File: config.mk
export PLATFORM = sky130hd
export DESIGN_NAME = pipe_stage_skid_reg
export DESIGN_NICKNAME = d
export VERILOG_FILES = /design/src/rtl/pipe_stage_skid_reg.sv
export SDC_FILE = /design/constraint.sdc
export NUM_CORES = 1
export LEC_CHECK = 0
export ABC_AREA = 1
export CAP_MARGIN = 0
export CELL_PAD_IN_SITES_DETAIL_PLACEMENT = 0
export CELL_PAD_IN_SITES_GLOBAL_PLACEMENT = 1
export CORE_MARGIN = 3
export CORE_UTILIZATION = 36
export CTS_CLUSTER_SIZE = 28
export DETAILED_ROUTE_END_ITERATION = 16
export PLACE_DENSITY = 0.9
export SYNTH_ARGS = -nofsm -noshare
export SYNTH_HDL_FRONTEND = slang
export SYNTH_SLANG_ARGS = --single-unit
File: constraint.sdc
create_clock -name clk -period 2.2 [get_ports clk]
set_clock_uncertainty 0.15 [all_clocks]
set_input_delay 0.33 -clock clk [delete_from_list [all_inputs] [get_ports clk]]
set_output_delay 0.33 -clock clk [all_outputs]
set_load 0.02 [all_outputs]
File: src/rtl/pipe_stage_skid_reg.sv
// Inter-stage pipeline register with a 2-entry skid buffer (main + skid), valid/ready flow control and flush.
// Latency: 1 cycle from accept to o_valid; o_ready is registered and drops only while both entries are full.
// Backpressure: with i_ready=0 one extra entry is absorbed into the skid slot, then o_ready=0 until a slot drains.
//
// Ports:
//   clk, reset       rising-edge clock; asynchronous active-low reset (0 = reset)
//   i_valid/o_ready  upstream handshake (o_ready is a flop)
//   i_ctrl, i_data   upstream control bundle and NUM_LANES data lanes (lane k = [k*DATA_W +: DATA_W])
//   i_flush          discards every held entry and the incoming one
//   o_valid/i_ready  downstream handshake
//   o_ctrl, o_data   head entry; o_ctrl forced to zero while o_valid=0 (bubble)
//   o_stall_cnt      saturating count of cycles with o_valid=1 and i_ready=0
//   o_flush_cnt      saturating count of flushes that discarded at least one valid entry
// Build option: define PIPE_REG_STATS_EN to include the statistics counters; otherwise both
// counter outputs are tied to zero and no counter logic is built.

module pipe_stage_skid_reg #(
   parameter int CTRL_W    = 8,
   parameter int DATA_W    = 32,
   parameter int NUM_LANES = 4,
   parameter int CNT_W     = 16
) (
   input  logic                        clk,
   input  logic                        reset,
   input  logic                        i_valid,
   output logic                        o_ready,
   input  logic [CTRL_W-1:0]           i_ctrl,
   input  logic [NUM_LANES*DATA_W-1:0] i_data,
   input  logic                        i_flush,
   output logic                        o_valid,
   input  logic                        i_ready,
   output logic [CTRL_W-1:0]           o_ctrl,
   output logic [NUM_LANES*DATA_W-1:0] o_data,
   output logic [CNT_W-1:0]            o_stall_cnt,
   output logic [CNT_W-1:0]            o_flush_cnt
);

   localparam int DW = NUM_LANES * DATA_W;

   typedef enum logic [1:0] {
      ST_EMPTY = 2'd0,
      ST_MAIN  = 2'd1,
      ST_SKID  = 2'd2
   } state_t;

   state_t            state_q, state_d;
   logic              ready_q, ready_d;
   logic [CTRL_W-1:0] main_ctrl_q, main_ctrl_d;
   logic [DW-1:0]     main_data_q, main_data_d;
   logic [CTRL_W-1:0] skid_ctrl_q, skid_ctrl_d;
   logic [DW-1:0]     skid_data_q, skid_data_d;

   logic out_vld;
   logic accept;
   logic emit;

   // The main entry always holds the head of the queue, so "valid" is simply "not empty".
   assign out_vld = (state_q != ST_EMPTY);
   assign accept  = i_valid & ready_q;
   assign emit    = out_vld & i_ready;

   // ------------------------------------------------------------------
   // Next-state and datapath selection
   // ------------------------------------------------------------------
   always_comb begin
      state_d     = state_q;
      main_ctrl_d = main_ctrl_q;
      main_data_d = main_data_q;
      skid_ctrl_d = skid_ctrl_q;
      skid_data_d = skid_data_q;

      case (state_q)
         ST_EMPTY: begin
            if (accept) begin
               main_ctrl_d = i_ctrl;
               main_data_d = i_data;
               state_d     = ST_MAIN;
            end
         end
         ST_MAIN: begin
            if (accept && emit) begin
               // Head leaves while the new entry takes its place.
               main_ctrl_d = i_ctrl;
               main_data_d = i_data;
            end else if (accept) begin
               // Head is stuck; park the new entry behind it.
               skid_ctrl_d = i_ctrl;
               skid_data_d = i_data;
               state_d     = ST_SKID;
            end else if (emit) begin
               state_d = ST_EMPTY;
            end
         end
         ST_SKID: begin
            // o_ready is low in this state, so no accept can occur here.
            if (emit) begin
               main_ctrl_d = skid_ctrl_q;
               main_data_d = skid_data_q;
               skid_ctrl_d = '0;
               skid_data_d = '0;
               state_d     = ST_MAIN;
            end
         end
         default: begin
            state_d = ST_EMPTY;
         end
      endcase

      // Flush overrides everything: held entries and any entry accepted this
      // cycle are discarded. A head emitted this cycle was already delivered.
      if (i_flush) begin
         state_d     = ST_EMPTY;
         skid_ctrl_d = '0;
         skid_data_d = '0;
      end

      // Registered ready: we can take a new entry next cycle unless both slots are full.
      ready_d = (state_d != ST_SKID);
   end

   // ------------------------------------------------------------------
   // State and storage registers
   // ------------------------------------------------------------------
   always_ff @(posedge clk or negedge reset) begin
      if (!reset) begin
         state_q     <= ST_EMPTY;
         ready_q     <= 1'b0;
         main_ctrl_q <= '0;
         main_data_q <= '0;
         skid_ctrl_q <= '0;
         skid_data_q <= '0;
      end else begin
         state_q     <= state_d;
         ready_q     <= ready_d;
         main_ctrl_q <= main_ctrl_d;
         main_data_q <= main_data_d;
         skid_ctrl_q <= skid_ctrl_d;
         skid_data_q <= skid_data_d;
      end
   end

   // ------------------------------------------------------------------
   // Outputs
   // ------------------------------------------------------------------
   assign o_valid = out_vld;
   assign o_ready = ready_q;
   // Bubbles carry an all-zero control bundle so no write enable can leak downstream.
   assign o_ctrl  = out_vld ? main_ctrl_q : '0;
   assign o_data  = main_data_q;

`ifdef PIPE_REG_STATS_EN
   // ------------------------------------------------------------------
   // Statistics counters (saturating, cleared by reset only)
   // ------------------------------------------------------------------
   localparam logic [CNT_W-1:0] CNT_ONE = {{(CNT_W-1){1'b0}}, 1'b1};
   localparam logic [CNT_W-1:0] CNT_MAX = {CNT_W{1'b1}};

   logic [CNT_W-1:0] stall_cnt_q, stall_cnt_d;
   logic [CNT_W-1:0] flush_cnt_q, flush_cnt_d;
   logic             flush_kill;

   always_comb begin
      // A flush only counts if it actually discarded something: an entry accepted
      // this cycle, the parked skid entry, or a head that was not emitted.
      flush_kill = i_flush & (accept |
                              (state_q == ST_SKID) |
                              ((state_q == ST_MAIN) & ~emit));

      stall_cnt_d = stall_cnt_q;
      if (out_vld && !i_ready && (stall_cnt_q != CNT_MAX)) begin
         stall_cnt_d = stall_cnt_q + CNT_ONE;
      end

      flush_cnt_d = flush_cnt_q;
      if (flush_kill && (flush_cnt_q != CNT_MAX)) begin
         flush_cnt_d = flush_cnt_q + CNT_ONE;
      end
   end

   always_ff @(posedge clk or negedge reset) begin
      if (!reset) begin
         stall_cnt_q <= '0;
         flush_cnt_q <= '0;
      end else begin
         stall_cnt_q <= stall_cnt_d;
         flush_cnt_q <= flush_cnt_d;
      end
   end

   assign o_stall_cnt = stall_cnt_q;
   assign o_flush_cnt = flush_cnt_q;
`else
   assign o_stall_cnt = '0;
   assign o_flush_cnt = '0;
`endif

endmodule
==> run_1/power_grid.png <==
Scale bar: 50 um. Pins as bars on the die edge.
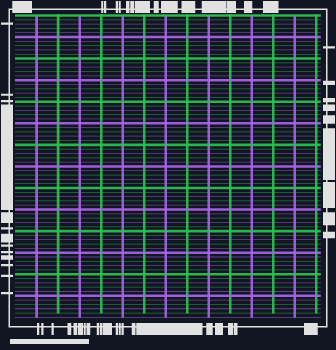
colour	net
purple	VSS
green	VDD
met4 straps	14
met5 straps	14
signal pins	311

==> run_1/placement_by_type.png <==
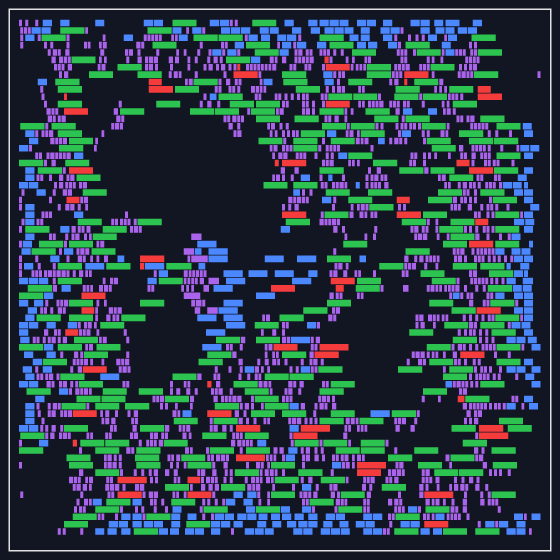
colour	class	cells	share of their area
blue	remaining buffers and delay cells	312	19%
green	sequential cells	275	40%
red	clock drivers and dummy loads	57	6.7%
purple	combinational and other logic	1437	34%

==> metrics.csv, run 1 <==
metric,value,unit
p_seq_frac,0.403,
maxSlewViolCount,0,
cp.depth,4,
use_met1,0.259,
hold_viol,0,
yosysWarnings,0,
ir_drop,0.000646,V
clkbuf_count,43,
regArea,6880,um^2
diodes,2,
fin_cells,2551,
synthSimpleGateAreaFrac,0.360,
syn_avg_cell_area,7.31,um^2
core_area,36700,um^2
top_area_cell,dfrtp_1,
ys_seq_share,0.512,
hold_buffers,2,
area_growth,32.5,%
combPwrFrac,0.209,
final-nonclk-buf-share,0.186,
htreeDepth,1,
grt_max_degree,138,
whs,0.189,ns
synthDistinctLibCells,16,
cts.path.max_buffers,3,
wl_met2,18200,um
grt_use_met2,0.323,
synthTopCellsByCount,"916 x nand2_1, 275 x dfrtp_1, 139 x nand3_1",
p_seq,6.05,mW
grt_usage,0.194,
clkCellAreaFrac,0.0652,
drt_iter0_drc,723,
openroad.warnings,31,
synth-edff-count,0,
fin_crit_sh,0.980,
ioPinCount,311,
clock_power_share,0.388,
cts_tree,yes,
rows,70,
cp_max_fo,9,
power.total,15.0,mW
nets,2198,
drive_gt1_frac,0.0524,
ys_top_cells_by_area,"dfrtp_1 51%, nand2_1 26%, nand3_1 5.2%",
tightest_slew,0.802,ns
grt_overflow_total,0,
postSynth.asyncResetShare,1.00,
dp_slack,0.0225,ns
required,1.72,ns
clock_power,5.82,mW
layout_top_cells_excl_fill_tap,"915 x nand2_1, 274 x dfrtp_1, 267 x clkdlybuf4s50_1",
post-route-min-period,2.16,ns
nFillCells,3535,
synthMuxAreaShare,0,
switching_share,0.285,
largest_class,registers,
cp_slowest_stage_delay,0.43,ns
p_per_area,842,nW/um^2
cp_top_family,buffers and inverters,
status,"complete, no violations",
synth.top_cell.area_share,0.512,
fmax,464,MHz
n_tap_cell,468,
wl_met1,17500,um
busiest_layer,met2,
slowest_stage,dfrtp_2,
min_path_type,input port to asynchronous set/reset pin,
die-width,199,um
inverters,106,
grt_pass1_wl,63000,um
==> run_1/clk_routes.png <==
Scale bar: 50 um.
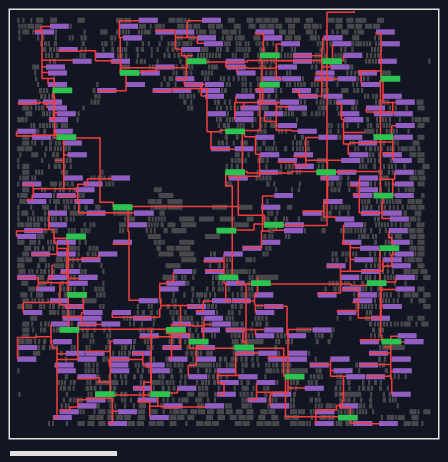
[red] clock wires | length: 3890 um
[purple] flip-flops | count: 275
[green] clock drivers | count: 31
flops lie	all over the die
routed clock nets	32

==> run_1/wires.png <==
Scale bar: 50 um.
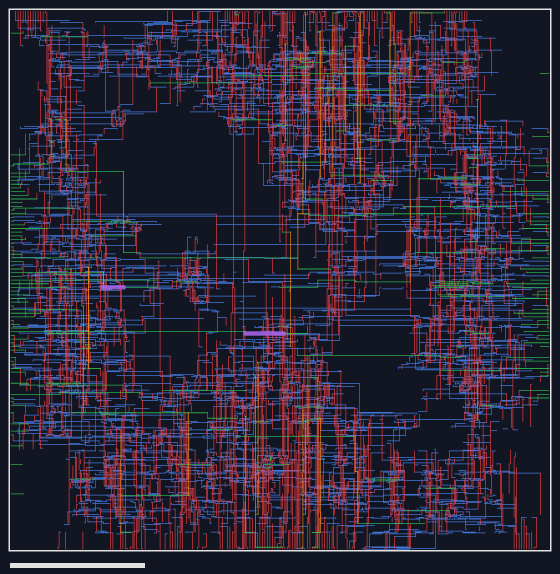
colour	layer	wire length
green	metal 3	2330 um
red	metal 2	18200 um
blue	metal 1	17500 um
orange	metal 4	1340 um
purple	metal 5	21.2 um

==> run_1/clocks.png <==
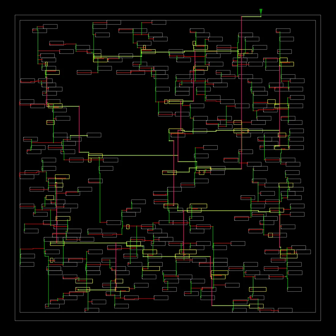

==> run 2, diff against run 1 <==
--- a/config.mk
+++ b/config.mk
@@ -11,9 +11,10 @@
 export CELL_PAD_IN_SITES_GLOBAL_PLACEMENT = 1
 export CORE_MARGIN = 3
 export CORE_UTILIZATION = 36
-export CTS_CLUSTER_SIZE = 28
 export DETAILED_ROUTE_END_ITERATION = 16
 export PLACE_DENSITY = 0.9
+export SETUP_SLACK_MARGIN = 0.2
+export SLEW_MARGIN = 20
 export SYNTH_ARGS = -nofsm -noshare
 export SYNTH_HDL_FRONTEND = slang
 export SYNTH_SLANG_ARGS = --single-unit
==> run_2/clocks.png <==
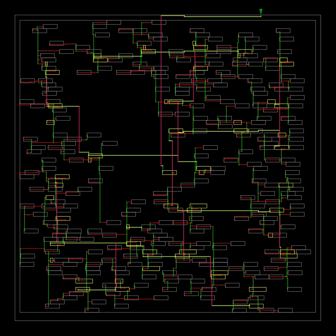
clk latency late pin: 0.55 ns
Sink Count: 275
Flops: 275
# clk buffers: 43

==> run_2/placement_by_type.png <==
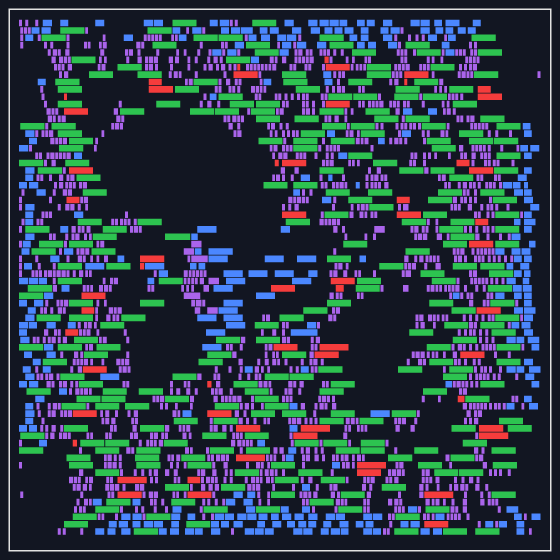
colour	class	cells	share of their area
green	sequential cells	275	40%
blue	remaining buffers and delay cells	314	19%
purple	combinational and other logic	1437	34%
red	clock drivers and dummy loads	57	6.8%

==> metrics.csv, run 2 <==
metric,value,unit,change
n_tap_cell,468,,unchanged
slowest_stage,dfrtp_1,,
diodes,3,,+1
final-nonclk-buf-share,0.181,,-0.00544
nFillCells,3595,,+1.7%
fmax,511,MHz,+10%
drive_gt1_frac,0.0562,,+0.00379
clock_power_share,0.395,,+0.007
synth.top_cell.area_share,0.512,,unchanged
grt_max_degree,138,,unchanged
status,"complete, no violations",,
nets,2200,,+0.091%
synthSimpleGateAreaFrac,0.360,,unchanged
cp_top_family,flip-flops,,
ioPinCount,311,,unchanged
clkCellAreaFrac,0.0656,,+0.000346
regArea,6880,um^2,unchanged
required,1.72,ns,about the same
grt_pass1_wl,63100,um,about the same
p_seq_frac,0.409,,+0.006
cp_max_fo,9,,unchanged
area_growth,31.8,%,
fin_crit_sh,0.890,,-0.0902
synthDistinctLibCells,16,,unchanged
p_seq,6.03,mW,about the same
tightest_slew,0.806,ns,+0.00409 ns
synth-edff-count,0,,unchanged
cp_slowest_stage_delay,0.40,ns,-0.03 ns
ir_drop,0.000648,V,+0.25%
p_per_area,832,nW/um^2,-1.2%
clock_power,5.82,mW,about the same
hold_buffers,2,,unchanged
combPwrFrac,0.196,,-0.013
postSynth.asyncResetShare,1.00,,unchanged
post-route-min-period,1.96,ns,-0.198 ns
largest_class,registers,,
synthTopCellsByCount,"916 x nand2_1, 275 x dfrtp_1, 139 x nand3_1",,
grt_overflow_total,0,,unchanged
openroad.warnings,34,,+9.7%
maxSlewViolCount,0,,unchanged
syn_avg_cell_area,7.31,um^2,unchanged
hold_viol,0,,unchanged
min_path_type,input port to asynchronous set/reset pin,,
whs,0.192,ns,+0.00323 ns
switching_share,0.290,,+0.00446
cp.depth,4,,unchanged
drt_iter0_drc,745,,+3.0%
yosysWarnings,0,,unchanged
wl_met1,17400,um,about the same
use_met1,0.259,,about the same
core_area,36700,um^2,unchanged
dp_slack,0.0225,ns,unchanged
grt_usage,0.194,,about the same
top_area_cell,dfrtp_1,,
==> run_2/wires.png <==
Scale bar: 50 um.
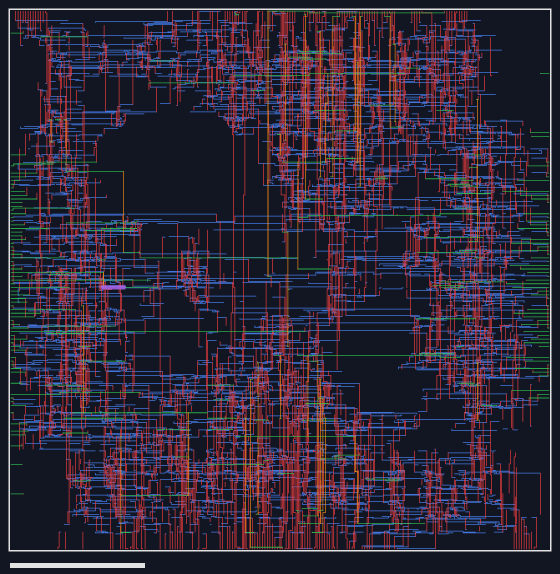

==> run 3, diff against run 2 <==
==> constraint.sdc (replaced) <==
create_clock -name clk -period 2.2 [get_ports clk]
set_clock_uncertainty 0.15 [all_clocks]
set_input_delay 0.44 -clock clk [delete_from_list [all_inputs] [get_ports clk]]
set_output_delay 0.44 -clock clk [all_outputs]
set_load 0.02 [all_outputs]
==> run_3/wires.png <==
Scale bar: 50 um.
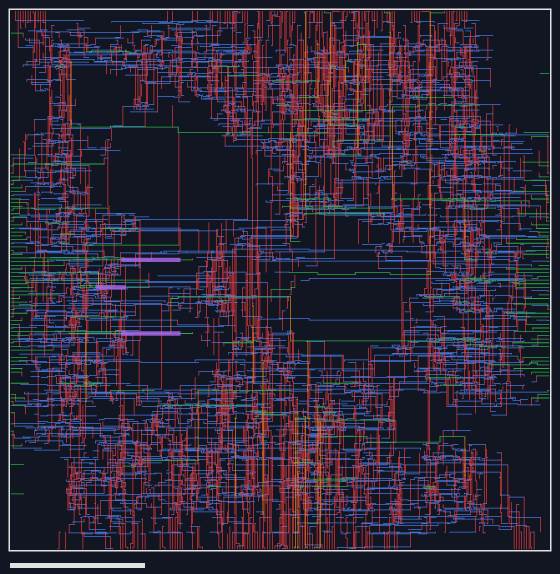
colour	layer	wire length
red	metal 2	18500 um
green	metal 3	2300 um
purple	metal 5	49.7 um
orange	metal 4	955 um
blue	metal 1	17300 um

==> metrics.csv, run 3 <==
metric,value,unit,change
synthDistinctLibCells,16,,unchanged
cts.sink_count,275,,unchanged
slowest_stage,dfrtp_1,,
top_area_cell,dfrtp_1,,
synth-edff-count,0,,unchanged
whs,0.0709,ns,-0.121 ns
nFillCells,3679,,+2.3%
syn_avg_cell_area,7.31,um^2,unchanged
use_met1,0.263,,+0.00421
area_growth,32.9,%,
ff2ff_path_depth,8,,
clkCellAreaFrac,0.0581,,-0.00750
diodes,1,,-2
power.total,14.3,mW,
clock_power_share,0.368,,-0.027
drive_gt1_frac,0.0643,,+0.00818
core_area,36700,um^2,unchanged
hold_viol,0,,unchanged
synthSimpleGateAreaFrac,0.360,,unchanged
clkLatencyLatePin,0.55,ns,about the same
switching_share,0.298,,+0.00814
cp.depth,5,,+1
post-route-min-period,2.12,ns,+0.160 ns
ioPinCount,311,,unchanged
n_tap_cell,468,,unchanged
maxSlewViolCount,0,,unchanged
p_per_area,799,nW/um^2,-4.0%
wl_met1,17300,um,-0.84%
final-nonclk-buf-share,0.193,,+0.0119
fin_crit_sh,0.963,,+0.0728
hold_buffers,1,,-1
p_seq,6.03,mW,about the same
required,1.61,ns,-0.11 ns
yosys_cells,1841,,
drt_iter0_drc,684,,-8.2%
clock_power,5.26,mW,-9.6%
cp_slowest_stage_delay,0.39,ns,about the same
ir_drop,0.000547,V,-16%
grt_max_degree,86,,-38%
cp_top_family,flip-flops,,
synthTopCellsByCount,"916 x nand2_1, 275 x dfrtp_1, 139 x nand3_1",,
openroad.warnings,28,,-18%
flops,275,,unchanged
fmax,472,MHz,-7.6%
grt_usage,0.195,,+0.000594
die-width,199,um,
combPwrFrac,0.209,,+0.013
tightest_slew,0.727,ns,-0.0790 ns
clkbuf_count,42,,-2.3%
postSynth.asyncResetShare,1.00,,unchanged
cp_max_fo,6,,-3
grt_overflow_total,0,,unchanged
p_seq_frac,0.423,,+0.014
status,"complete, no violations",,
dp_slack,0.0205,ns,-0.00201 ns
yosysWarnings,0,,unchanged
==> run_3/placement_by_type.png <==
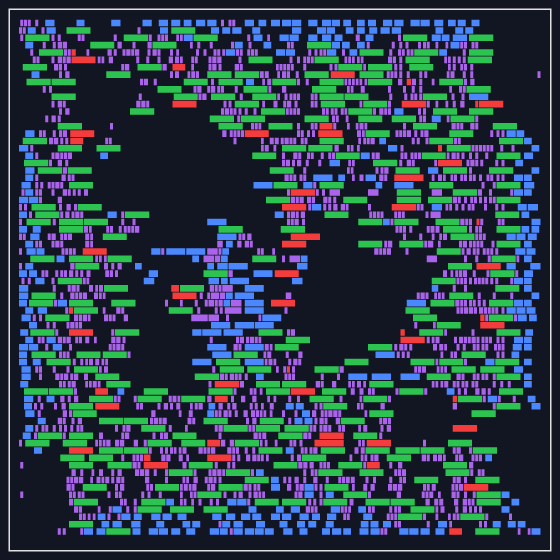
colour	class	cells	share of their area
purple	combinational and other logic	1437	34%
green	sequential cells	275	40%
blue	remaining buffers and delay cells	332	20%
red	clock drivers and dummy loads	54	6.0%

Power and IR drop assume default switching activity.
